==> config.mk <==
export PLATFORM = sky130hd
export DESIGN_NAME = lifo_stack
export DESIGN_NICKNAME = d
export VERILOG_FILES = /design/src/rtl/stack_pkg.sv /design/src/rtl/lifo_stack_mem.sv /design/src/rtl/lifo_stack.sv
export SDC_FILE = /design/constraint.sdc
export NUM_CORES = 1
export LEC_CHECK = 0
export ABC_AREA = 0
export ABC_CLOCK_PERIOD_IN_PS = 8200
export CAP_MARGIN = 20
export CORE_ASPECT_RATIO = 0.8
export CORE_MARGIN = 2
export CORE_UTILIZATION = 65
export CTS_BUF_LIST = sky130_fd_sc_hd__clkbuf_4
export DETAILED_ROUTE_END_ITERATION = 12
export PLACE_DENSITY = 0.84
export SKIP_LAST_GASP = 1
export SLEW_MARGIN = 20
export SYNTH_ARGS = -nofsm -noshare
export SYNTH_HDL_FRONTEND = slang
export SYNTH_SLANG_ARGS = --single-unit
==> constraint.sdc <==
create_clock -name clk -period 8.2 [get_ports clk]
set_input_delay 0.82 -clock clk [delete_from_list [all_inputs] [get_ports clk]]
set_output_delay 0.82 -clock clk [all_outputs]
set_load 0.1 [all_outputs]
==> src/rtl/stack_pkg.sv <==
// rtl/stack_pkg.sv - operation decode and error types shared by the LIFO stack
package stack_pkg;

  typedef enum logic [1:0] {
    OP_NONE    = 2'b00,
    OP_POP     = 2'b01,
    OP_PUSH    = 2'b10,
    OP_REPLACE = 2'b11
  } stack_op_t;

  typedef struct packed {
    logic overflow;
    logic underflow;
  } stack_err_t;

  function automatic stack_op_t decode_op(input logic push, input logic pop);
    return stack_op_t'({push, pop});
  endfunction

endpackage

==> src/rtl/lifo_stack_mem.sv <==
// rtl/lifo_stack_mem.sv - unreset register array, one write port, async top and peek reads
module lifo_stack_mem #(
  parameter int StackDepth = 8,
  parameter int DataWidth  = 32,
  parameter int AddrWidth  = $clog2(StackDepth)
) (
  input  logic                 clk,
  input  logic                 we,
  input  logic [AddrWidth-1:0] waddr,
  input  logic [DataWidth-1:0] wdata,
  input  logic [AddrWidth-1:0] top_addr,
  output logic [DataWidth-1:0] top_data,
  input  logic [AddrWidth-1:0] peek_addr,
  output logic [DataWidth-1:0] peek_data
);

  logic [DataWidth-1:0] mem [StackDepth];

  always_ff @(posedge clk) begin
    if (we) mem[waddr] <= wdata;
  end

  assign top_data  = mem[top_addr];
  assign peek_data = mem[peek_addr];

endmodule

==> src/rtl/lifo_stack.sv <==
// rtl/lifo_stack.sv - parametrised LIFO with replace and peek port
// Sticky overflow/underflow flags are built only when LIFO_STACK_ERR_EN is defined.
module lifo_stack
  import stack_pkg::*;
#(
  parameter int StackDepth = 8,
  parameter int DataWidth  = 32,
  localparam int CountWidth = $clog2(StackDepth + 1),
  localparam int PeekWidth  = $clog2(StackDepth)
) (
  input  logic                  clk,
  input  logic                  reset_n,
  input  logic                  push,
  input  logic                  pop,
  input  logic [DataWidth-1:0]  data_in,
  output logic [DataWidth-1:0]  data_out,
  input  logic [PeekWidth-1:0]  peek_depth,
  output logic [DataWidth-1:0]  peek_data,
  output logic [CountWidth-1:0] count,
  output logic                  full,
  output logic                  empty,
  input  logic                  err_clear,
  output logic                  overflow,
  output logic                  underflow
);

  logic                  run_q;
  stack_op_t             op;
  logic [CountWidth-1:0] count_nxt;
  logic                  we;
  logic [PeekWidth-1:0]  waddr;
  logic                  ovf_evt;
  logic                  unf_evt;
  logic [PeekWidth-1:0]  top_addr;
  logic [PeekWidth-1:0]  peek_addr;
  logic [CountWidth-1:0] peek_ext;
  logic                  peek_valid;
  logic [DataWidth-1:0]  mem_top;
  logic [DataWidth-1:0]  mem_peek;
  stack_err_t            err_q;

  // Operations in the cycle reset is released are dropped.
  always_ff @(posedge clk or negedge reset_n) begin
    if (!reset_n) run_q <= 1'b0;
    else          run_q <= 1'b1;
  end

  assign op    = run_q ? decode_op(push, pop) : OP_NONE;
  assign full  = (count == CountWidth'(StackDepth));
  assign empty = (count == '0);

  always_comb begin
    count_nxt = count;
    we        = 1'b0;
    waddr     = '0;
    ovf_evt   = 1'b0;
    unf_evt   = 1'b0;
    case (op)
      OP_PUSH: begin
        if (!full) begin
          we        = 1'b1;
          waddr     = PeekWidth'(count);
          count_nxt = count + 1'b1;
        end else begin
          ovf_evt = 1'b1;
        end
      end
      OP_POP: begin
        if (!empty) count_nxt = count - 1'b1;
        else        unf_evt   = 1'b1;
      end
      OP_REPLACE: begin
        we = 1'b1;
        if (empty) begin
          waddr     = '0;
          count_nxt = CountWidth'(1);
        end else begin
          waddr = PeekWidth'(count - 1'b1);
        end
      end
      default: ;
    endcase
  end

  always_ff @(posedge clk or negedge reset_n) begin
    if (!reset_n) count <= '0;
    else          count <= count_nxt;
  end

  lifo_stack_mem #(
    .StackDepth(StackDepth),
    .DataWidth (DataWidth),
    .AddrWidth (PeekWidth)
  ) u_mem (
    .clk      (clk),
    .we       (we),
    .waddr    (waddr),
    .wdata    (data_in),
    .top_addr (top_addr),
    .top_data (mem_top),
    .peek_addr(peek_addr),
    .peek_data(mem_peek)
  );

  // Out-of-range peeks are steered to slot 0 and masked rather than read past the top.
  assign peek_ext   = CountWidth'(peek_depth);
  assign peek_valid = (peek_ext < count);
  assign top_addr   = empty ? '0 : PeekWidth'(count - 1'b1);
  assign peek_addr  = peek_valid ? PeekWidth'(count - 1'b1 - peek_ext) : '0;
  assign data_out   = empty ? '0 : mem_top;
  assign peek_data  = peek_valid ? mem_peek : '0;

`ifdef LIFO_STACK_ERR_EN
  // A new event beats err_clear in the same cycle.
  always_ff @(posedge clk or negedge reset_n) begin
    if (!reset_n) begin
      err_q <= '0;
    end else begin
      if (ovf_evt)        err_q.overflow  <= 1'b1;
      else if (err_clear) err_q.overflow  <= 1'b0;
      if (unf_evt)        err_q.underflow <= 1'b1;
      else if (err_clear) err_q.underflow <= 1'b0;
    end
  end

`ifndef SYNTHESIS
  always @(posedge clk) begin
    if (reset_n && ovf_evt) $error("lifo_stack: push while full");
    if (reset_n && unf_evt) $error("lifo_stack: pop while empty");
  end
`endif
`else
  logic unused_err;
  assign err_q      = '0;
  assign unused_err = ^{err_clear, ovf_evt, unf_evt};
`endif

  assign overflow  = err_q.overflow;
  assign underflow = err_q.underflow;

endmodule
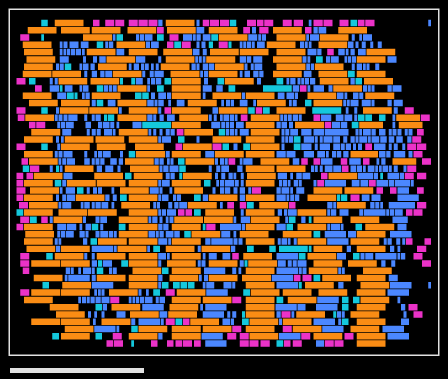
Run 1: placement by cell class
Bar = 50 um.
clock drivers and dummy loads -> cyan  # cells 116
remaining logic cells -> blue  # cells 692
remaining buffers and delay cells -> magenta  # cells 132
registers -> orange  # cells 261
flop share of the area: 52.9%
Post-Route Utilization: 77.9%
CORE AREA: 19000 um^2

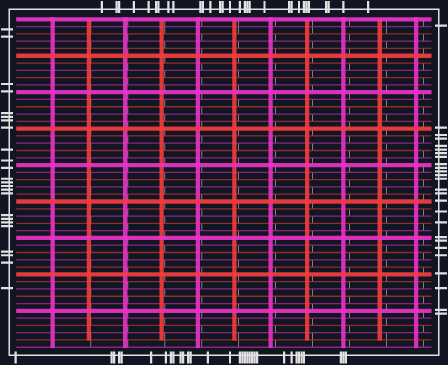
Run 1: floorplan with the power grid
Pins as bars on the die edge. Tap cells in grey.
VDD -> red
VSS -> magenta
tap cells = 258
met5 straps = 9
signal pins = 112
met1 rails = 46

==> flow_summary.yaml, run 1 <==
# flow metrics
setup_path:
  crit_path_frequent_cell: "buf_4"
  cp_max_fo: 88
  worst-setup-path-type: "register to output pin"
  critPathMaxStageDelay_ns: 0.89
  critPathCaptureType: "output pin"
  worst_path_max_delay_cell: "buf_4"
  reg2reg_from: "count[0]$_DFFE_PN0P_"
  crit_required_ns: 7.38
  cp_num_buf_inv: 4
detailed_routing:
  vias: 9674
  dr.pass1.iters: 7
  drt-initial-drc-count: 1325
layout:
  comb_area_um2: 4540
  area_delta_synth_final_pct: 17.2
  lay_top_count: "edfxtp_1"
  nNetsFinal: 1201
  seqCellArea_um2: 7820
  layout_top_cells: "edfxtp_1 (256), nand2_1 (244), clkbuf_4 (91)"
final_timing:
  period_minus_slack_ns: 6.89
  maxSlewViolCount: 0
  finClkSkew_ns: 0.0339
  max_freq_mhz: 145
  setup-violations-final: 0
  fin_crit_sh_pct: 84.0
  hold_viol_final: 0
logic_synthesis:
  common_cells: "edfxtp_1 (256), nand2_1 (244), nand3_1 (70), clkbuf_1 (49), mux2i_1 (47)"
  yosys.area.top_type_share_pct: 60.9
  yosysChipArea_um2: 12600
  post-synth-top-count-cell: "edfxtp_1"
  synth-edff-count: 256
  top_area_cell: "edfxtp_1"
  synthFlopType: "edfxtp_1"
  ys_sh_aoi_pct: 9.61
  synth_cells: 1037
  yosys_cells: 1037
  yosys_warnings: 0
  topCellsByArea: "edfxtp_1 (61%), nand2_1 (7.3%), mux4_2 (6.1%)"
  fa_ha_area_share_pct: 0.853
  synthArstFlopShare_pct: 1.92
  synth.cell_area_um2: 12600
global_routing:
  grt_start_max_net_pins: 89
  grt_pass1_wl_um: 50900
  gr-total-overflow: 0
  grt_pass1_vias: 9472
  track_usage_pct: 33.0
floorplan:
  pin_count: 112
  die-area_um2: 20500
  die_x_um: 160
clock_tree:
  clk_pin_slew_ns: 0.07
  postCtsSetupRepairBufs: 0
  cts_hold_buf: 0
run:
  log.warning_count: 30
min_path:
  hold_class: "input port to async pin"
run_status:
  status: "completed"
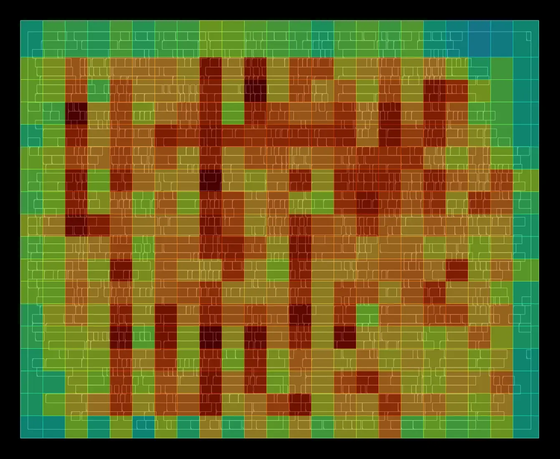
Run 1: routing congestion map
post-DR wirelength/cell: 23.2 um
GRT Max-Usage Layer: met2

run 1: worst reg2reg max path, stage by stage, from the launching register on:
cell	delay, ns
dfrtp_4	0.70
inv_1	0.12
buf_4	0.52
ha_4	0.25
or3b_1	0.34
buf_4	0.26
inv_2	0.67
nor3_1	0.13
o21bai_1	0.25
nand2_1	0.19
nor2_4	0.43
buf_4	0.49
run 1: path summary, 6_finish.rpt:
check	endpoint	slack (ns)	depth (start not counted)
max	peek_data[27]	1.31	11
min reg2reg	count[1]$_DFFE_PN0P_	0.65	2
max reg2reg	u_mem.mem[1][11]$_DFFE_PP_	3.46	11
max in group asynchronous	count[0]$_DFFE_PN0P_	7.57	1
min in group clk	count[1]$_DFFE_PN0P_	0.65	2
min	run_q$_DFF_PN0_	0.40	1
run 1: area by class of cell:
type	instances	share of cell area (%)
Antenna cell	3	0.0508
Clock buffer	91	4.62
Clock inverter	25	1.37
Inverter	8	0.203
Multi-Input combinational cell	684	30.7
Sequential cell	261	52.9
Tap cell	258	2.18
Timing Repair Buffer	132	7.94
run 1: stage by stage:
stage | hold slack [ns] | cell area (um^2) | worst slack, ns
after CTS | 0.372 | 14800 | 1.46
after global routing | 0.368 | 14800 | 1.06
after global placement | 0.617 | 13900 | 2.27
final | 0.395 | 14800 | 1.31
after floorplan | 0.524 | 12600 | 2.13
after detailed placement | 0.640 | 13900 | 2.20
run 1: registers in the layout, summed over array words and instances, names as in the netlist:
register   flops
count          4
u_mem.mem    256
run_q          1
run 1: per-layer routing:
| layer | up-vias | global-route usage [%] | part of all wire [%] |
|---|---|---|---|
| met5 | - | 0 | 0 |
| met4 | 0 | 15.2 | 2.9 |
| met3 | 104 | 7.03 | 13 |
| met2 | 752 | 53.1 | 48 |
| met1 | 4605 | 44.2 | 36 |
| li1 | 4213 | - | - |
Run 1, sequential cells grouped by signal name:
Other sequential cells in the stronger grey, the rest of the logic in the fainter grey.
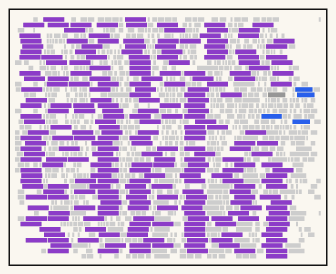

==> run 1 -> run 2 <==
--- a/config.mk
+++ b/config.mk
@@ -6,14 +6,14 @@
 export NUM_CORES = 1
 export LEC_CHECK = 0
 export ABC_AREA = 0
-export ABC_CLOCK_PERIOD_IN_PS = 8200
+export ABC_CLOCK_PERIOD_IN_PS = 6000
 export CAP_MARGIN = 20
 export CORE_ASPECT_RATIO = 0.8
 export CORE_MARGIN = 2
-export CORE_UTILIZATION = 65
+export CORE_UTILIZATION = 54
 export CTS_BUF_LIST = sky130_fd_sc_hd__clkbuf_4
 export DETAILED_ROUTE_END_ITERATION = 12
-export PLACE_DENSITY = 0.84
+export PLACE_DENSITY = 0.74
 export SKIP_LAST_GASP = 1
 export SLEW_MARGIN = 20
 export SYNTH_ARGS = -nofsm -noshare
==> constraint.sdc (replaced) <==
create_clock -name clk -period 6 [get_ports clk]
set_input_delay 0.6 -clock clk [delete_from_list [all_inputs] [get_ports clk]]
set_output_delay 0.6 -clock clk [all_outputs]
set_load 0.1 [all_outputs]
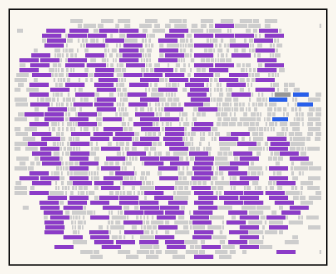
Run 2: sequential cells grouped by signal name
Other sequential cells in the stronger grey, the rest of the logic in the fainter grey.
`count` -> blue  # placed flops 4
`u_mem.mem` -> purple  # placed flops 256, where widely spread

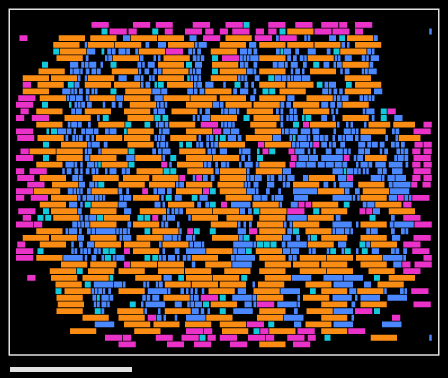
Run 2: placement by cell class
Bar = 50 um.
registers -> orange  # cells 261
clock drivers and dummy loads -> cyan  # cells 114
remaining buffers and delay cells -> magenta  # cells 135
remaining logic cells -> blue  # cells 692

==> flow_summary.yaml, run 2 <==
# flow metrics
run_status:
  status: "completed"
global_routing:
  gr-total-overflow: 0
  antenna_found_initial: 1
  grt_pass1_wl_um: 52400
  track_usage_pct: 28.1
  grt_start_max_net_pins: 93
  grt_pass1_vias: 9425
logic_synthesis:
  yosys_cells: 1037
  syn_area_per_cell_um2: 12.2
  ys_seq_share_pct: 61.9
  yosysUniqueCellTypes: 44
  top_area_cell: "edfxtp_1"
  yosys_warnings: 0
  yosysChipArea_um2: 12600
  synth_cells: 1037
  topCellsByArea: "edfxtp_1 (61%), nand2_1 (7.3%), mux4_2 (6.1%)"
  synthFlopType: "edfxtp_1"
  numSynthFlops: 261
  synth.cell_area_um2: 12600
  yosys.area.top_type_share_pct: 60.9
  synthArstFlopShare_pct: 1.92
  post-synth-top-count-cell: "edfxtp_1"
  common_cells: "edfxtp_1 (256), nand2_1 (244), nand3_1 (70), clkbuf_1 (49), mux2i_1 (47)"
  synth-edff-count: 256
clock_tree:
  cts_sinks: 261
  htreeDepth: 3
  clock_latency_ns: 0.65
  clockBufferDepth: 3
  cts_root_buf: "clkbuf_4"
  cts_tree: "done"
  postCtsSetupRepairBufs: 0
  cts_hold_buf: 0
  cts_made_buffers: 67
  postCtsResizedCells: 0
  clk_pin_slew_ns: 0.07
setup_path:
  reg2reg_from: "count[1]$_DFFE_PN0P_"
  critPathCaptureType: "output pin"
  crit_path_frequent_cell: "buf_12"
  cp_top_family: "buffers and inverters"
  r2r-end: "u_mem.mem[1][19]$_DFFE_PP_"
  worstPathArrival_ns: 4.63
  worst_path_max_delay_cell: "xor2_2"
  worst-path-stages: 10
  r2r_cells: 9
  start_kind: "register"
  ff2ff_setup_slack_ns: 1.78
  crit_required_ns: 5.40
  cp_num_buf_inv: 4
  path_cells: "clkinv_1 -> buf_4 -> ha_1 -> xor2_2 -> xor2_4 -> buf_12 -> nand2_1 -> a31oi_1 -> and4_1 -> buf_12"
  worst-setup-path-type: "register to output pin"
  critPathMaxStageDelay_ns: 0.61
  cp_max_fo: 92
final_timing:
  fin_crit_sh_pct: 87.1
  period_minus_slack_ns: 5.23
  rsz0062_at_grt: "false"
  max-slew-margin-rel_pct: 24.5
  setup-violations-final: 0
  hold-worst-slack_ns: 0.168
  tightestPinTransition_ns: 1.13
  finalWorstSetupSlack_ns: 0.773
  finClkSkew_ns: 0.0230
  maxSlewViolCount: 0
  hold_viol_final: 0
  max_freq_mhz: 191
  final.setup.tns_ns: 0
detailed_routing:
  dr.pass1.iters: 6
  vias_per_cell: 6.44
  vias: 9715
  remaining_drc_errors: 0
  drt-initial-drc-count: 1275
  ant_nets: 0
  wl_per_cell_um: 22.8
  drt-total-wl_um: 34400
floorplan:
  die-area_um2: 24600
  pin_count: 112
  floorplan.core_util_pct: 55.6
  num_rows: 49
layout:
  largestRegisters: "u_mem.mem x256, count x4, run_q x1"
  fin_area_um2: 15500
  lay_top_count: "edfxtp_1"
  stdcell_count: 1509
  drive_above_1_share_pct: 20.7
  nNetsFinal: 1205
  layout_top_cells: "edfxtp_1 (256), nand2_1 (244), clkbuf_4 (98)"
  fin_util_pct: 68.4
  top_register: "u_mem.mem"
  area_delta_synth_final_pct: 23.1
  largest_reg_flops: 256
min_path:
  hold_class: "input port to async pin"
placement:
  place_area_um2: 14700
  place_ws_ns: 1.44
  io_buffer_count: 108
  dp.cells: 1393
  gp_congestion: 0.840
  dp_hpwl_um: 20000
run:
  cap_viol_max_count: 0
  log.warning_count: 30
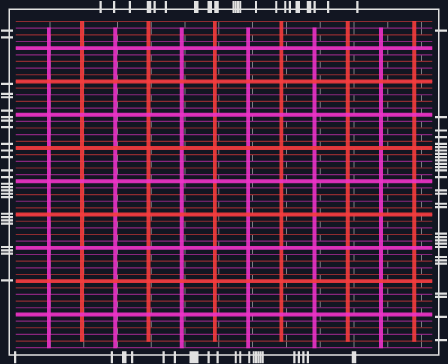
Run 2: floorplan with the power grid
Pins as bars on the die edge. Tap cells in grey.
VDD -> red
VSS -> magenta
met4 straps = 12
tap cells = 306
CORE AREA: 22700 um^2
Die Y: 141 um
Die Span X: 175 um

-- run 2: final cells by class --
cell class	instances	area, um^2
diodes	1	2.50
clock buffers	98	736
clock inverters	16	62.6
fillers	1626	7160
inverters	8	30.0
multi-input cells	684	4540
flip-flops and latches	261	7820
well taps	306	383
repair buffers	135	1960
-- run 2: worst max path at each step --
stage                               end  slack (ns)            startpoint
after global routing      peek_data[27]        0.50  count[0]$_DFFE_PN0P_
after CTS                  peek_data[6]        0.84  count[0]$_DFFE_PN0P_
after global placement    peek_data[30]        1.48         peek_depth[0]
after detailed placement  peek_data[30]        1.44         peek_depth[0]
after floorplan            data_out[23]        0.15  count[0]$_DFFE_PN0P_
final                     peek_data[27]        0.77  count[0]$_DFFE_PN0P_
-- run 2: kinds of logic (layout without fill, tap and decap cells) --
family	after synthesis	after routing	synth area share (%)
adder cells (fa/ha/maj)	8	8	0.853
multiplexers	81	81	9.80
buffers and inverters	93	257	3.12
other	2	4	0.0595
AND/OR/NAND/NOR	398	398	14.1
AND-OR/OR-AND	187	187	9.61
XOR/XNOR	7	7	0.546
flip-flops	261	261	61.9
-- run 2: layer usage --
metal	up-vias	wire [um]	track usage, %
met3	101	4030	5.85
met2	719	15700	43.0
met5	-	0	0
met1	4658	13500	39.2
li1	4237	-	-
met4	0	1180	12.7
==> run 2 -> run 3 <==
--- a/config.mk
+++ b/config.mk
@@ -7,15 +7,16 @@
 export LEC_CHECK = 0
 export ABC_AREA = 0
 export ABC_CLOCK_PERIOD_IN_PS = 6000
-export CAP_MARGIN = 20
+export CAP_MARGIN = 5
 export CORE_ASPECT_RATIO = 0.8
 export CORE_MARGIN = 2
-export CORE_UTILIZATION = 54
+export CORE_UTILIZATION = 30
 export CTS_BUF_LIST = sky130_fd_sc_hd__clkbuf_4
 export DETAILED_ROUTE_END_ITERATION = 12
-export PLACE_DENSITY = 0.74
+export PLACE_DENSITY = 0.45
 export SKIP_LAST_GASP = 1
 export SLEW_MARGIN = 20
 export SYNTH_ARGS = -nofsm -noshare
 export SYNTH_HDL_FRONTEND = slang
 export SYNTH_SLANG_ARGS = --single-unit
+export TNS_END_PERCENT = 100
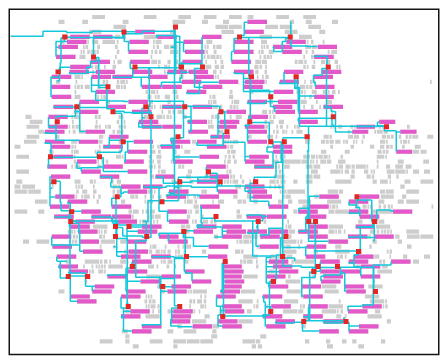
Run 3: clock network drawn from the DEF
clock-net drivers -> red  # count 73
flip-flops -> magenta  # count 261
clock wires -> cyan  # length 4240 um
routed clock nets = 74
Final Skew: 0.0218 ns
clk_lat worst skew: 0.71 ns

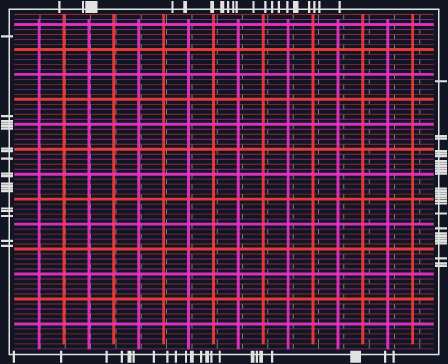
Run 3: floorplan with the power grid
Pins as bars on the die edge. Tap cells in grey.
VDD -> red
VSS -> magenta
met1 rails = 68
met5 straps = 13
rows = 67
signal pins = 112

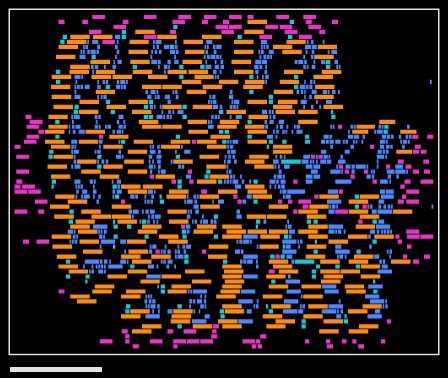
Run 3: placement by cell class
Bar = 50 um.
remaining logic cells -> blue  # cells 692
registers -> orange  # cells 261
clock drivers and dummy loads -> cyan  # cells 133
remaining buffers and delay cells -> magenta  # cells 141
CORE AREA: 41700 um^2
flop share of the area: 49.3%
post-route cell area: 15800 um^2
Post-Route Utilization: 38.0%

==> flow_summary.yaml, run 3 <==
# flow metrics
setup_path:
  critPathCaptureType: "output pin"
  crit_required_ns: 5.40
  r2r_cells: 9
  crit_path_frequent_cell: "buf_12"
  cp_max_fo: 101
  crit_start: "count[0]$_DFFE_PN0P_"
  ff2ff_setup_slack_ns: 2.27
  worst-setup-path-type: "register to output pin"
  cp_num_buf_inv: 3
  start_kind: "register"
  r2r-end: "u_mem.mem[5][17]$_DFFE_PP_"
  critPathMaxStageDelay_ns: 0.66
  path_cells: "inv_2 -> ha_4 -> fa_1 -> xnor2_1 -> xnor2_2 -> buf_12 -> nand2_1 -> a31oi_1 -> and4_1 -> buf_12"
  reg2reg_from: "count[0]$_DFFE_PN0P_"
clock_tree:
  cts_hold_buf: 0
  cts_root_buf: "clkbuf_4"
  clk_pin_slew_ns: 0.07
  cts_tree: "done"
  cts_made_buffers: 73
  clockBufferDepth: 3
  postCtsSetupRepairBufs: 0
floorplan:
  die_x_um: 233
  num_rows: 67
  pin_count: 112
  die-area_um2: 43700
layout:
  drive_above_1_share_pct: 22.4
  lay_top_count: "edfxtp_1"
  layout_top_cells: "edfxtp_1 (256), nand2_1 (244), clkbuf_4 (116)"
  stdcell_count: 1780
  nFillCells: 3976
  nNetsFinal: 1217
  area_delta_synth_final_pct: 25.6
  top_register: "u_mem.mem"
  largestRegisters: "u_mem.mem x256, count x4, run_q x1"
logic_synthesis:
  synth_cells: 1037
  yosysChipArea_um2: 12600
  yosysUniqueCellTypes: 44
  synth-edff-count: 256
  topCellsByArea: "edfxtp_1 (61%), nand2_1 (7.3%), mux4_2 (6.1%)"
  synth.cell_area_um2: 12600
  post-synth-top-count-cell: "edfxtp_1"
  syn_area_per_cell_um2: 12.2
  synthFlopType: "edfxtp_1"
  synthArstFlopShare_pct: 1.92
  yosys_cells: 1037
  top_area_cell: "edfxtp_1"
  common_cells: "edfxtp_1 (256), nand2_1 (244), nand3_1 (70), clkbuf_1 (49), mux2i_1 (47)"
  ys_seq_share_pct: 61.9
  yosys.area.top_type_share_pct: 60.9
  yosys_warnings: 0
detailed_routing:
  ant_nets: 0
  wl_per_cell_um: 22.8
  drt-total-wl_um: 40600
  vias: 9294
  remaining_drc_errors: 0
  dr.pass1.iters: 6
  drt-initial-drc-count: 945
final_timing:
  rsz0062_at_grt: "false"
  tightestPinTransition_ns: 1.03
  setup-violations-final: 0
  hold-worst-slack_ns: 0.130
  fin_crit_sh_pct: 82.8
  max_freq_mhz: 201
  hold_viol_final: 0
  period_minus_slack_ns: 4.97
min_path:
  hold_class: "input port to async pin"
placement:
  io_buffer_count: 108
  dp_hpwl_um: 22900
  dp.cells: 1646
  gp_congestion: 0.751
global_routing:
  grt_pass1_vias: 9572
  antenna_found_initial: 2
  grt_start_max_net_pins: 102
  grt_pass1_wl_um: 60100
  gr-total-overflow: 0
  track_usage_pct: 18.7
run:
  log.warning_count: 32
  cap_viol_max_count: 0
run_status:
  status: "completed"
## run 3: cell counts after synthesis
Identical to the previous run, type by type.
## run 3: metrics by stage
| step | setup slack (ns) | cell area (um^2) |
|---|---|---|
| after floorplan | 0.151 | 12600 |
| after global placement | 1.62 | 14800 |
| after detailed placement | 1.62 | 14800 |
| after CTS | 1.01 | 15800 |
| after global routing | 0.875 | 15800 |
| final | 1.03 | 15800 |
## run 3: cell type report
| type | count | area, um^2 | share of cell area, % |
|---|---|---|---|
| clock buffers | 116 | 871 | 5.50 |
| clock inverters | 17 | 121 | 0.766 |
| diodes | 1 | 2.50 | 0.0158 |
| multi-input cells | 684 | 4540 | 28.7 |
| repair buffers | 141 | 1770 | 11.2 |
| flip-flops and latches | 261 | 7820 | 49.3 |
| well taps | 552 | 691 | 4.36 |
| inverters | 8 | 30.0 | 0.190 |
## run 3: per-layer routing
| metal | vias to the layer above | part of all wire, % | global-route usage (%) |
|---|---|---|---|
| li1 | 4261 | - | - |
| met1 | 4617 | 46 | 26.6 |
| met2 | 341 | 45 | 28.3 |
| met3 | 73 | 6.6 | 4.04 |
| met4 | 2 | 2.2 | 6.59 |
| met5 | - | 0.032 | 0 |
## run 3: how the worst max path moves through the flow
stage	endpoint	slack (ns)	cells after the start
after floorplan	data_out[23]	0.15	12
after global placement	peek_data[27]	1.62	10
after detailed placement	peek_data[27]	1.62	10
after CTS	peek_data[27]	1.01	10
after global routing	peek_data[27]	0.88	10
final	peek_data[27]	1.03	10
## run 3: cell families after synthesis
family | Yosys count | synth area share, %
AOI/OAI and AO/OA | 187 | 9.61
xor gates and xnor gates | 7 | 0.546
adders and majority gates | 8 | 0.853
buffers and inverters | 93 | 3.12
DFF | 261 | 61.9
muxes | 81 | 9.80
other | 2 | 0.0595
and+or+nand+nor | 398 | 14.1
